--- config.mk ---
export PLATFORM = sky130hd
export DESIGN_NAME = regfile_wb_ctrl
export DESIGN_NICKNAME = d
export VERILOG_FILES = /design/src/rtl/regfile_pkg.sv /design/src/rtl/wb_fifo.sv /design/src/rtl/regfile_wb_ctrl.sv
export SDC_FILE = /design/constraint.sdc
export NUM_CORES = 1
export LEC_CHECK = 0
export CORE_ASPECT_RATIO = 0.75
export CORE_MARGIN = 4
export CORE_UTILIZATION = 35
export DETAILED_ROUTE_END_ITERATION = 12
export HOLD_SLACK_MARGIN = 0.05
export PLACE_DENSITY = 0.61
export SKIP_CTS_REPAIR_TIMING = 1
export SLEW_MARGIN = 25
export SYNTH_ARGS = -nofsm -noshare
export SYNTH_HDL_FRONTEND = slang
export SYNTH_HIERARCHICAL = 1
export SYNTH_SLANG_ARGS = --single-unit
export TNS_END_PERCENT = 10
--- constraint.sdc ---
create_clock -name clk -period 8.65 [get_ports clk]
set_input_delay 1.73 -clock clk [delete_from_list [all_inputs] [get_ports clk]]
set_output_delay 1.73 -clock clk [all_outputs]
set_load 0.02 [all_outputs]
--- src/rtl/regfile_pkg.sv ---
// Shared types for the register-file writeback path.
// Holds register address/data widths and the queued writeback request record.
// Imported by the writeback FIFO and the writeback controller.
package regfile_pkg;
  localparam int NUM_REGS = 32;

  typedef logic [4:0]  reg_addr_t;
  typedef logic [31:0] word_t;

  typedef struct packed {
    reg_addr_t dst;
    word_t     data;
  } wb_req_t;
endpackage

--- src/rtl/wb_fifo.sv ---
// Purpose: in-order writeback request queue with two ordered push ports and one pop.
// Latency: a pushed entry is visible at the head one cycle after the push edge.
// Backpressure: none internally; the caller must never push past DEPTH or pop when empty.
module wb_fifo
  import regfile_pkg::*;
#(
  parameter int DEPTH = 4
) (
  input  logic                     clk,
  input  logic                     rst,
  input  logic                     push0,
  input  wb_req_t                  data0,
  input  logic                     push1,
  input  wb_req_t                  data1,
  input  logic                     pop,
  output wb_req_t                  head,
  output logic [$clog2(DEPTH):0]   count,
  output wb_req_t                  ent [DEPTH],
  output logic [DEPTH-1:0]         vld
);
  localparam int PW = $clog2(DEPTH);
  localparam int CW = PW + 1;

  wb_req_t         mem [DEPTH];
  logic [PW-1:0]   wptr;
  logic [PW-1:0]   rptr;
  logic [PW-1:0]   wptr1;

  // push1 lands behind push0 when both fire, so port 0 is always the older entry
  assign wptr1 = push0 ? wptr + PW'(1) : wptr;
  assign head  = mem[rptr];

  // storage, pointers and occupancy
  always_ff @(posedge clk or posedge rst) begin
    if (rst) begin
      for (int i = 0; i < DEPTH; i++) mem[i] <= '0;
      wptr  <= '0;
      rptr  <= '0;
      count <= '0;
    end else begin
      if (push0) mem[wptr]  <= data0;
      if (push1) mem[wptr1] <= data1;
      wptr  <= wptr + PW'(push0) + PW'(push1);
      rptr  <= rptr + PW'(pop);
      count <= count + CW'(push0) + CW'(push1) - CW'(pop);
    end
  end

  // age-ordered view: index 0 is the oldest entry, higher indices are younger
  always_comb begin
    for (int k = 0; k < DEPTH; k++) begin
      ent[k] = mem[rptr + PW'(k)];
      vld[k] = (CW'(k) < count);
    end
  end
endmodule

--- src/rtl/regfile_wb_ctrl.sv ---
// Purpose: merges ALU and load/mult/div writebacks into one in-order register file write port.
// Latency: accept at edge k, write presented on wren/wr/wd after edge k+1 when the queue is empty.
// Backpressure: readies from current occupancy only; B yields to A when one slot is left. Bypass via REGFILE_WB_BYPASS_EN.
module regfile_wb_ctrl
  import regfile_pkg::*;
#(
  parameter int DEPTH = 4
) (
  input  logic                     clk,
  input  logic                     rst,
  input  logic                     a_valid,
  output logic                     a_ready,
  input  logic [4:0]               a_reg,
  input  logic [31:0]              a_data,
  input  logic                     b_valid,
  output logic                     b_ready,
  input  logic [4:0]               b_reg,
  input  logic [31:0]              b_data,
  output logic                     wren,
  output logic [4:0]               wr,
  output logic [31:0]              wd,
  output logic [NUM_REGS-1:0]      busy,
  output logic [$clog2(DEPTH):0]   count,
  input  logic [4:0]               rr1,
  input  logic [4:0]               rr2,
  output logic                     fwd1_hit,
  output logic [31:0]              fwd1_data,
  output logic                     fwd2_hit,
  output logic [31:0]              fwd2_data
);
  localparam int CW = $clog2(DEPTH) + 1;

  logic [CW-1:0]    fifo_count;
  logic             room1;
  logic             room2;
  logic             a_take;
  logic             b_take;
  logic             pop;
  wb_req_t          head;
  wb_req_t          ent [DEPTH];
  logic [DEPTH-1:0] vld;

  assign count = fifo_count;
  assign room1 = fifo_count < CW'(DEPTH);
  assign room2 = fifo_count <= CW'(DEPTH - 2);

  assign a_ready = !rst && room1;
  assign b_ready = !rst && (room2 || (room1 && !a_valid));

  // writes to r0 complete the handshake but never occupy a slot
  assign a_take = a_valid && a_ready && (a_reg != '0);
  assign b_take = b_valid && b_ready && (b_reg != '0);
  assign pop    = (fifo_count != '0);

  wb_fifo #(.DEPTH(DEPTH)) u_fifo (
    .clk   (clk),
    .rst   (rst),
    .push0 (a_take),
    .data0 ('{dst: a_reg, data: a_data}),
    .push1 (b_take),
    .data1 ('{dst: b_reg, data: b_data}),
    .pop   (pop),
    .head  (head),
    .count (fifo_count),
    .ent   (ent),
    .vld   (vld)
  );

  // output stage: drain one entry per cycle; address/data hold when idle
  always_ff @(posedge clk or posedge rst) begin
    if (rst) begin
      wren <= 1'b0;
      wr   <= '0;
      wd   <= '0;
    end else begin
      wren <= pop;
      if (pop) begin
        wr <= head.dst;
        wd <= head.data;
      end
    end
  end

  // pending-write mask over queued entries plus the output stage
  always_comb begin
    busy = '0;
    for (int k = 0; k < DEPTH; k++) begin
      if (vld[k]) busy[ent[k].dst] = 1'b1;
    end
    if (wren) busy[wr] = 1'b1;
    busy[0] = 1'b0;
  end

`ifdef REGFILE_WB_BYPASS_EN
  // youngest-match lookup: output stage is oldest, later queue entries override
  always_comb begin
    fwd1_hit  = 1'b0;
    fwd1_data = '0;
    fwd2_hit  = 1'b0;
    fwd2_data = '0;
    if (wren && wr == rr1) begin
      fwd1_hit  = 1'b1;
      fwd1_data = wd;
    end
    if (wren && wr == rr2) begin
      fwd2_hit  = 1'b1;
      fwd2_data = wd;
    end
    for (int k = 0; k < DEPTH; k++) begin
      if (vld[k] && ent[k].dst == rr1) begin
        fwd1_hit  = 1'b1;
        fwd1_data = ent[k].data;
      end
      if (vld[k] && ent[k].dst == rr2) begin
        fwd2_hit  = 1'b1;
        fwd2_data = ent[k].data;
      end
    end
    if (rr1 == '0) begin
      fwd1_hit  = 1'b0;
      fwd1_data = '0;
    end
    if (rr2 == '0) begin
      fwd2_hit  = 1'b0;
      fwd2_data = '0;
    end
  end
`else
  // lookup disabled: read addresses are intentionally left unused
  logic unused_rr;
  assign unused_rr = ^{rr1, rr2};
  assign fwd1_hit  = 1'b0;
  assign fwd1_data = '0;
  assign fwd2_hit  = 1'b0;
  assign fwd2_data = '0;
`endif
endmodule

Figure 1. Power grid (run 1).
Pins as bars on the die edge.
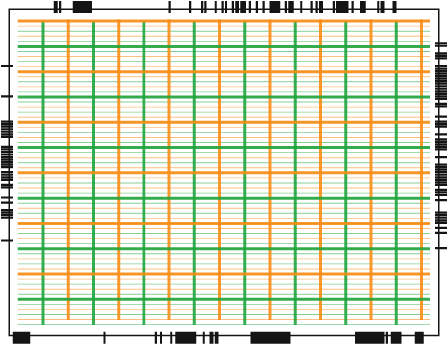
legend:
  green:
    net: VSS
  orange:
    net: VDD
rows: 60
signal pins: 229
met4 straps: 16
met1 rails: 61
Die X: 230.2 µm
total core area: 36180 µm²

Figure 2. Zoomed window (run 1).
Region (33, 106) to (83, 156) µm. Cells in grey, sequential cells in the stronger grey; small squares are vias.
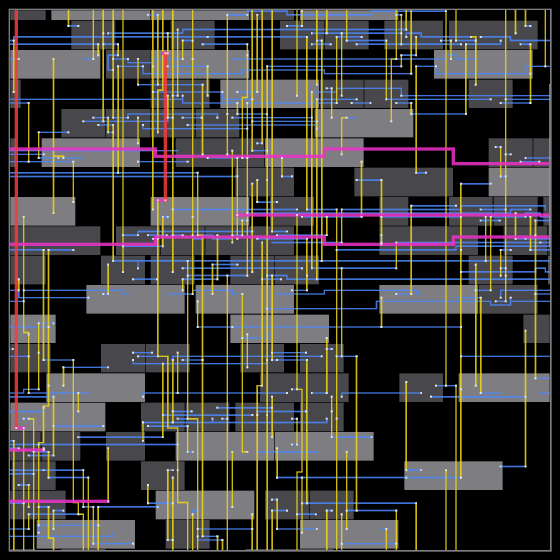
legend:
  blue:
    layer: M1
  yellow:
    layer: M2
  red:
    layer: M4
  magenta:
    layer: M3
most frequent: mux2_2 (39), dfrtp_1 (23), mux2_4 (6)
cells with their middle in the window: 79
netlist names of flops here include: u_fifo/mem (21), wd (2)
sequential cells in the window: 23

Figure 3. Sequential cells grouped by signal name (run 1).
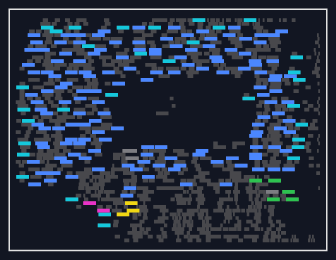
legend:
  blue:
    signal: u_fifo/mem
    placed_flops: 148
  yellow:
    signal: u_fifo/count
    placed_flops: 3
  magenta:
    signal: u_fifo/wptr
    placed_flops: 2
  green:
    signal: wr
    placed_flops: 5
    where: south-east
  cyan:
    signal: wd
    placed_flops: 32
    where: widely spread
not coloured: 3

-- run 1: sequential cells by signal, summed over array words and instances (netlist names) --
register,cells
u_fifo/rptr,2
u_fifo/wptr,2
wr,5
wd,32
wren,1
u_fifo/count,3
u_fifo/mem,148
-- run 1: path summary, 6_finish.rpt --
path / to / depth (start not counted) / slack (ps)
worst min register to register: wd[21] / 1 / 510
worst min-delay path: wd[21] / 1 / 510
max in group asynchronous: u_fifo/rptr[0] / 3 / 5390
worst max-delay path: busy[3] / 5 / 3110
worst max register to register: u_fifo/count[2] / 8 / 5560
min in group asynchronous: u_fifo/count[0] / 2 / 1880
==> metrics.cfg, run 1 <==
[pwr]
power_density_nw_per_um2 = 415.3
p_seq_share_pct = 28.7
swShare_pct = 39.56
p_leak_nw = 6.071
p_int_w = 0.003712
ir_worst_vdd_mv = 0.2369
p_clk_w = 0.000768
finalPower_w = 0.006141
powerSeq_w = 0.00176

[placed_design]
dpl.cell_count = 1557
portBuffers = 151
place_ws_ps = 3552
placed_area_um2 = 14230
gp_congestion = 0.9157

[setup_path]
r2r_start = u_fifo/count[2]
worstSetupPathType = flip-flop to output pin
critical_path.max_fanout = 31
crit_chain = mux4_2, nor4b_1, nand3_1, nand4_1, clkdlybuf4s50_1
path_delay_family = simple AND/OR/NAND/NOR gates
end_kind = output pin
cp-startpoint = u_fifo/rptr[0]
slowest_delay_ps = 910
crit_required_ps = 6920

[run_status]
outcome = finished clean

[final_timing]
period_needed_ps = 5535
drv_slew = 0
finalSetupViolCount = 0
final-hold-violation-count = 0
max_slew_margin_pct = 31.31
setup_ws_ps = 3115
skew_ps = 11.29

[global_route]
grt_util_met3_pct = 5.085
grt_max_degree = 80
use_met2_pct = 26.42
antenna_found_initial = 1
grt_pass1_wl_mm = 51.54

[route]
met2_length_mm = 15.89
wl_mm = 33.65
wl_met1_mm = 15.15
topRoutingLayerUsed = met5
routed_via_density = 5.247
drt_pass1_iterations = 5

[die]
io_pins = 229
fp-row-count = 60
tapCellCount = 496
chip_area_um2 = 40190

[clocking]
h-tree-depth = 4
clkSlewWorstSetupHoldPaths_ps = 70
cts_made_buffers = 17
cts_tree = built

[finish]
fin_util_pct = 40.87
finish.net_count = 1179
clock_area_share_pct = 3.765
ff_count = 193
num-clock-buffers = 23
n_all_inverters = 14
combGateArea_um2 = 7108
nNonClkBuffers = 161
buf_share_pct = 10.89

[synth]
synth_cells = 999

[flow_run]
warnings = 40

==> inputs of run 2 (changes only) <==
- clock period: 8.65 -> 5.1 ns (I/O delays scaled with it)
Figure 4. Zoomed window (run 2).
Region (33, 106) to (83, 156) µm. Cells in grey, sequential cells in the stronger grey; small squares are vias.
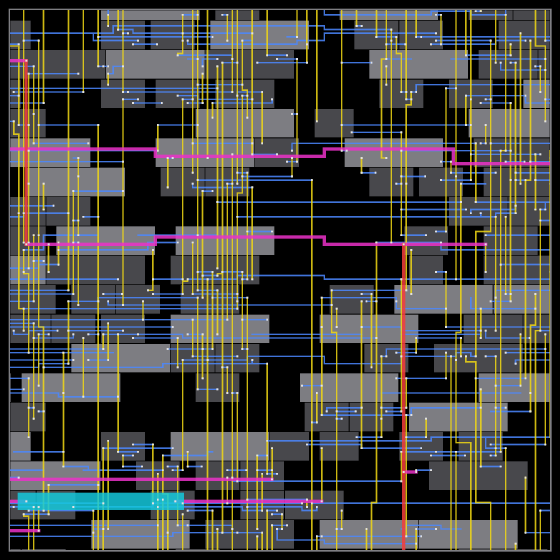
legend:
  blue:
    layer: M1
  magenta:
    layer: M3
  cyan:
    layer: M5
  red:
    layer: M4
  yellow:
    layer: M2
sequential cells in the window: 25
netlist names of flops here include: u_fifo/mem (24), wd (1)
most frequent: mux2_2 (42), dfrtp_1 (25), mux2_4 (8)
cells with their middle in the window: 92

Figure 5. Clock routing (run 2).
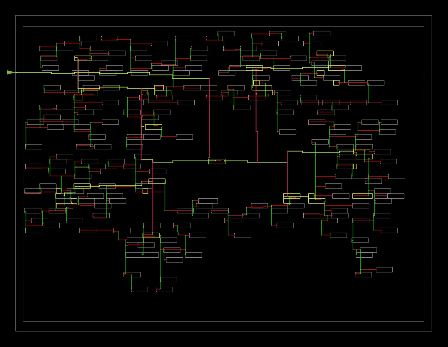
Latency at later pin: 450 ps
clock skew: 10.91 ps
Flops: 193
clk pwr: 0.00139 W

==> metrics.cfg, run 2 <==
[finish]
dominant-cell-class = combinational gates
num-multi-input-gates = 693
largest_reg_flops = 148
layout_top_cell = mux2_2
nNonClkBuffers = 168
n_antenna_cell = 1
fin_util_pct = 41.10
finish.net_count = 1186
combGateArea_um2 = 7107
mostFrequentLayoutCells = mux2_2 (296), dfrtp_1 (191), clkdlybuf4s50_1 (151)
nFillCells = 3404
n_all_inverters = 14
num-clock-buffers = 19
drive_above_1_share_pct = 41.95
sh_seq_area_pct = 32.51
clock_area_share_pct = 4.030
buf_share_pct = 11.11
top_regs = u_fifo/mem x148, wd x32, wr x5
regArea_um2 = 4835
top_register = u_fifo/mem
synthToLayoutAreaGrowth_pct = 14.80

[synth]
synth_cells = 999
syn-cell-area_um2 = 12950
yosysWarnings = 6

[global_route]
grt_max_degree = 156
grt_pass1_wl_mm = 51.30
grt_pass1_vias = 8446
gr-total-overflow = 0
grt_usage_pct = 16.41
antenna_found_initial = 3

[pwr]
ir_worst_vdd_mv = 0.3570
finalPower_w = 0.01052
power_density_nw_per_um2 = 707.3
powerComb_w = 0.00617
p_seq_share_pct = 28.1
p_int_w = 0.006362
p_sw_w = 0.004157
p_clk_share_pct = 13.3
p_leak_nw = 6.110
powerSeq_w = 0.00295
swShare_pct = 39.52

[final_timing]
final-hold-violation-count = 0
fin_crit_sh_pct = 89.70
whs_ps = 507.6
clock.fmax_mhz = 218.6
max_slew_margin_pct = 40.50
period_needed_ps = 4574
finalSetupViolCount = 0
finalSetupTns_ps = 0
drv_slew = 0
setup_ws_ps = 525.5

[placed_design]
post-dp-hpwl_mm = 22.52
gp_congestion = 0.9004
placed_area_um2 = 14270
dpl.cell_count = 1564
place_ws_ps = 1023
portBuffers = 151

[die]
initCoreUtil_pct = 35.80
core_um2 = 36180
io_pins = 229
chip_area_um2 = 40190
fp-row-count = 60
die_w_um = 230.2
tapCellCount = 496

[clocking]
cts_num_sinks = 193
h-tree-depth = 4
clkSlewWorstSetupHoldPaths_ps = 80
cts_tree = built
cts.path.max_buffers = 2
cts_made_buffers = 17

[setup_path]
crit_required_ps = 4080
end_kind = output pin
r2r_start = u_fifo/count[2]
path_delay_family = simple AND/OR/NAND/NOR gates
slowest_delay_ps = 800
critical_path.max_fanout = 30
crit_slowest_cell = dfrtp_4
crit_chain = mux4_2, nor4b_1, a22oi_1, nand3_1, clkdlybuf4s50_1
worstSetupPathType = flip-flop to output pin
startpoint_type = flip-flop
cp-startpoint = u_fifo/rptr[0]

[worst_hold_path]
min_path_type = flip-flop to flip-flop

[route]
route.detailed.drc = 0
routed_via_density = 5.279
wl_mm = 33.48
drt-initial-drc-count = 469
routedWlPerCell_um = 20.97
vias = 8425
drt_pass1_iterations = 5
antenna_left = 0

[run_status]
outcome = finished clean

[flow_run]
warnings = 43
maxCapViolations = 0

==> run 2: layer usage <==
metal	wire, µm	track usage [%]	share of wire, %	vias up
li1	-	-	-	3780
met1	15700	23.59	47	4328
met2	15290	24.99	46	279
met3	2125	4.531	6.3	32
met4	319	3.275	0.95	6
met5	41	0	0.12	-
==> run 2: final timing paths <==
kind | to | slack (ps) | cells after the start
hold reg to reg | wd[24] | 510 | 1
setup / recovery | busy[2] | 530 | 5
max in group asynchronous | u_fifo/mem[131] | 3160 | 3
setup reg to reg | u_fifo/count[2] | 2170 | 8
min in group asynchronous | wd[2] | 1200 | 3
hold / removal | wd[24] | 510 | 1
==> inputs of run 3 (changes only) <==
- CORE_UTILIZATION: 35 -> 45
- PLACE_DENSITY: 0.61 -> 0.76
- TNS_END_PERCENT: 10 -> 5
- clock period: 5.1 -> 3.95 ns (I/O delays scaled with it)
Figure 6. Zoomed window (run 3).
Region (26, 91) to (76, 141) µm. Cells in grey, sequential cells in the stronger grey; small squares are vias.
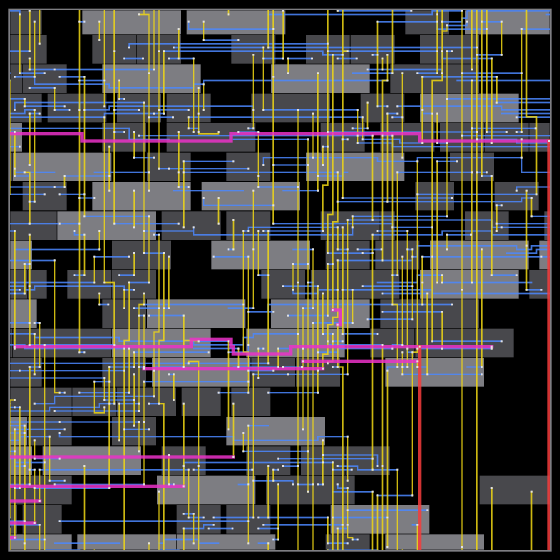
legend:
  yellow:
    layer: M2
  magenta:
    layer: M3
  red:
    layer: M4
  blue:
    layer: M1
sequential cells in the window: 28
cells with their middle in the window: 96
netlist names of flops here include: u_fifo/mem (24), wd (4)
most frequent: mux2_2 (43), dfrtp_1 (28), mux2_4 (7)

Figure 7. Clock routing (run 3).
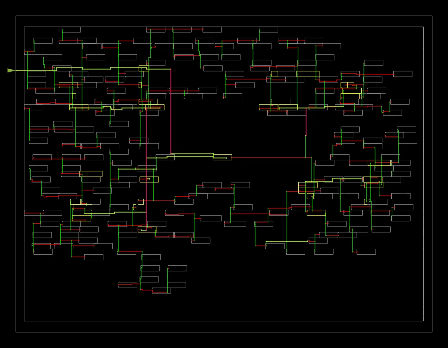
clock skew: 12.20 ps
clock sinks: 193

==> metrics.cfg, run 3 <==
[route]
drt_pass1_iterations = 5
route.detailed.drc = 0
wl_mm = 33.08
antenna_left = 0
wl_met1_mm = 15.04
routed_via_density = 5.785
topRoutingLayerUsed = met5
vias = 8724
routedWlPerCell_um = 21.94
routed-wl-met3_mm = 2.667
drt-initial-drc-count = 691

[pwr]
power_density_nw_per_um2 = 921.8
powerSeq_w = 0.00377
swShare_pct = 39.28
p_clk_w = 0.00183
p_seq_share_pct = 27.0
finalPower_w = 0.01397
p_leak_nw = 6.566
p_clk_share_pct = 13.1

[placed_design]
post-dp-hpwl_mm = 22.30
gp_congestion = 0.9143
dpl.cell_count = 1461

[finish]
finish.net_count = 1209
top_regs = u_fifo/mem x148, wd x32, wr x5
layout_top_cell = mux2_2
largest_reg_flops = 148
mostFrequentLayoutCells = mux2_2 (296), dfrtp_1 (191), clkdlybuf4s50_1 (136)
n_antenna_cell = 0
drive_above_1_share_pct = 43.19
synthToLayoutAreaGrowth_pct = 16.95
top_register = u_fifo/mem
fin_util_pct = 53.76

[setup_path]
r2r_cells = 7
critical_path.max_fanout = 8
crit_chain = buf_4, mux4_2, nand4b_1, nor3_1, or4_1, clkdlybuf4s50_1
path_depth = 6
crit_required_ps = 3160
path_delay_family = simple AND/OR/NAND/NOR gates
startpoint_type = flip-flop
crit_slowest_cell = clkdlybuf4s50_1

[global_route]
gr-total-overflow = 0
busiest_layer = met2
grt_pass1_vias = 8668
grt_max_degree = 67
antenna_found_initial = 0
gr-usage-met1_pct = 29.73
grt_usage_pct = 20.23
grt_pass1_wl_mm = 50.36

[final_timing]
finalSetupTns_ps = 0
whs_ps = 506.8
max_slew_margin_pct = 47.01
fin_crit_sh_pct = 97.59
drv_slew = 0
final-hold-violation-count = 0
clock.fmax_mhz = 259.4

[worst_hold_path]
min_path_type = flip-flop to flip-flop
whs_endpoint = wd[29]
worstHoldPathCells = 1

[clocking]
h-tree-depth = 4
cts_tree = built
cts.path.max_buffers = 2

[run_status]
outcome = finished clean

[flow_run]
maxCapViolations = 0

[die]
io_pins = 229
die_w_um = 203.9
fp-row-count = 53

[synth]
synth_cells = 999
yosysWarnings = 6
syn-cell-area_um2 = 12950

-- run 3: how the worst max path moves through the flow --
stage,start,endpoint,slack [ps]
6_report,u_fifo/rptr[0],busy[20],100
5_1_grt,u_fifo/rptr[1],busy[17],-10
4_1_cts,u_fifo/rptr[0],busy[3],-130
3_5_place_dp,u_fifo/rptr[0],busy[3],360
3_3_place_gp,b_reg[1],u_fifo/mem[27],360
2_1_floorplan,u_fifo/rptr[0],busy[24],840
-- run 3: final cells by class --
class	count	area, µm²
clock buffer	22	464.2
multi-input combinational	695	7187
inverter	14	58.81
clock inverter	10	146.4
fill	2372	13030
tap	385	481.7
timing repair buffer	189	1976
sequential	193	4837
Power is estimated from default activity; no workload was simulated.
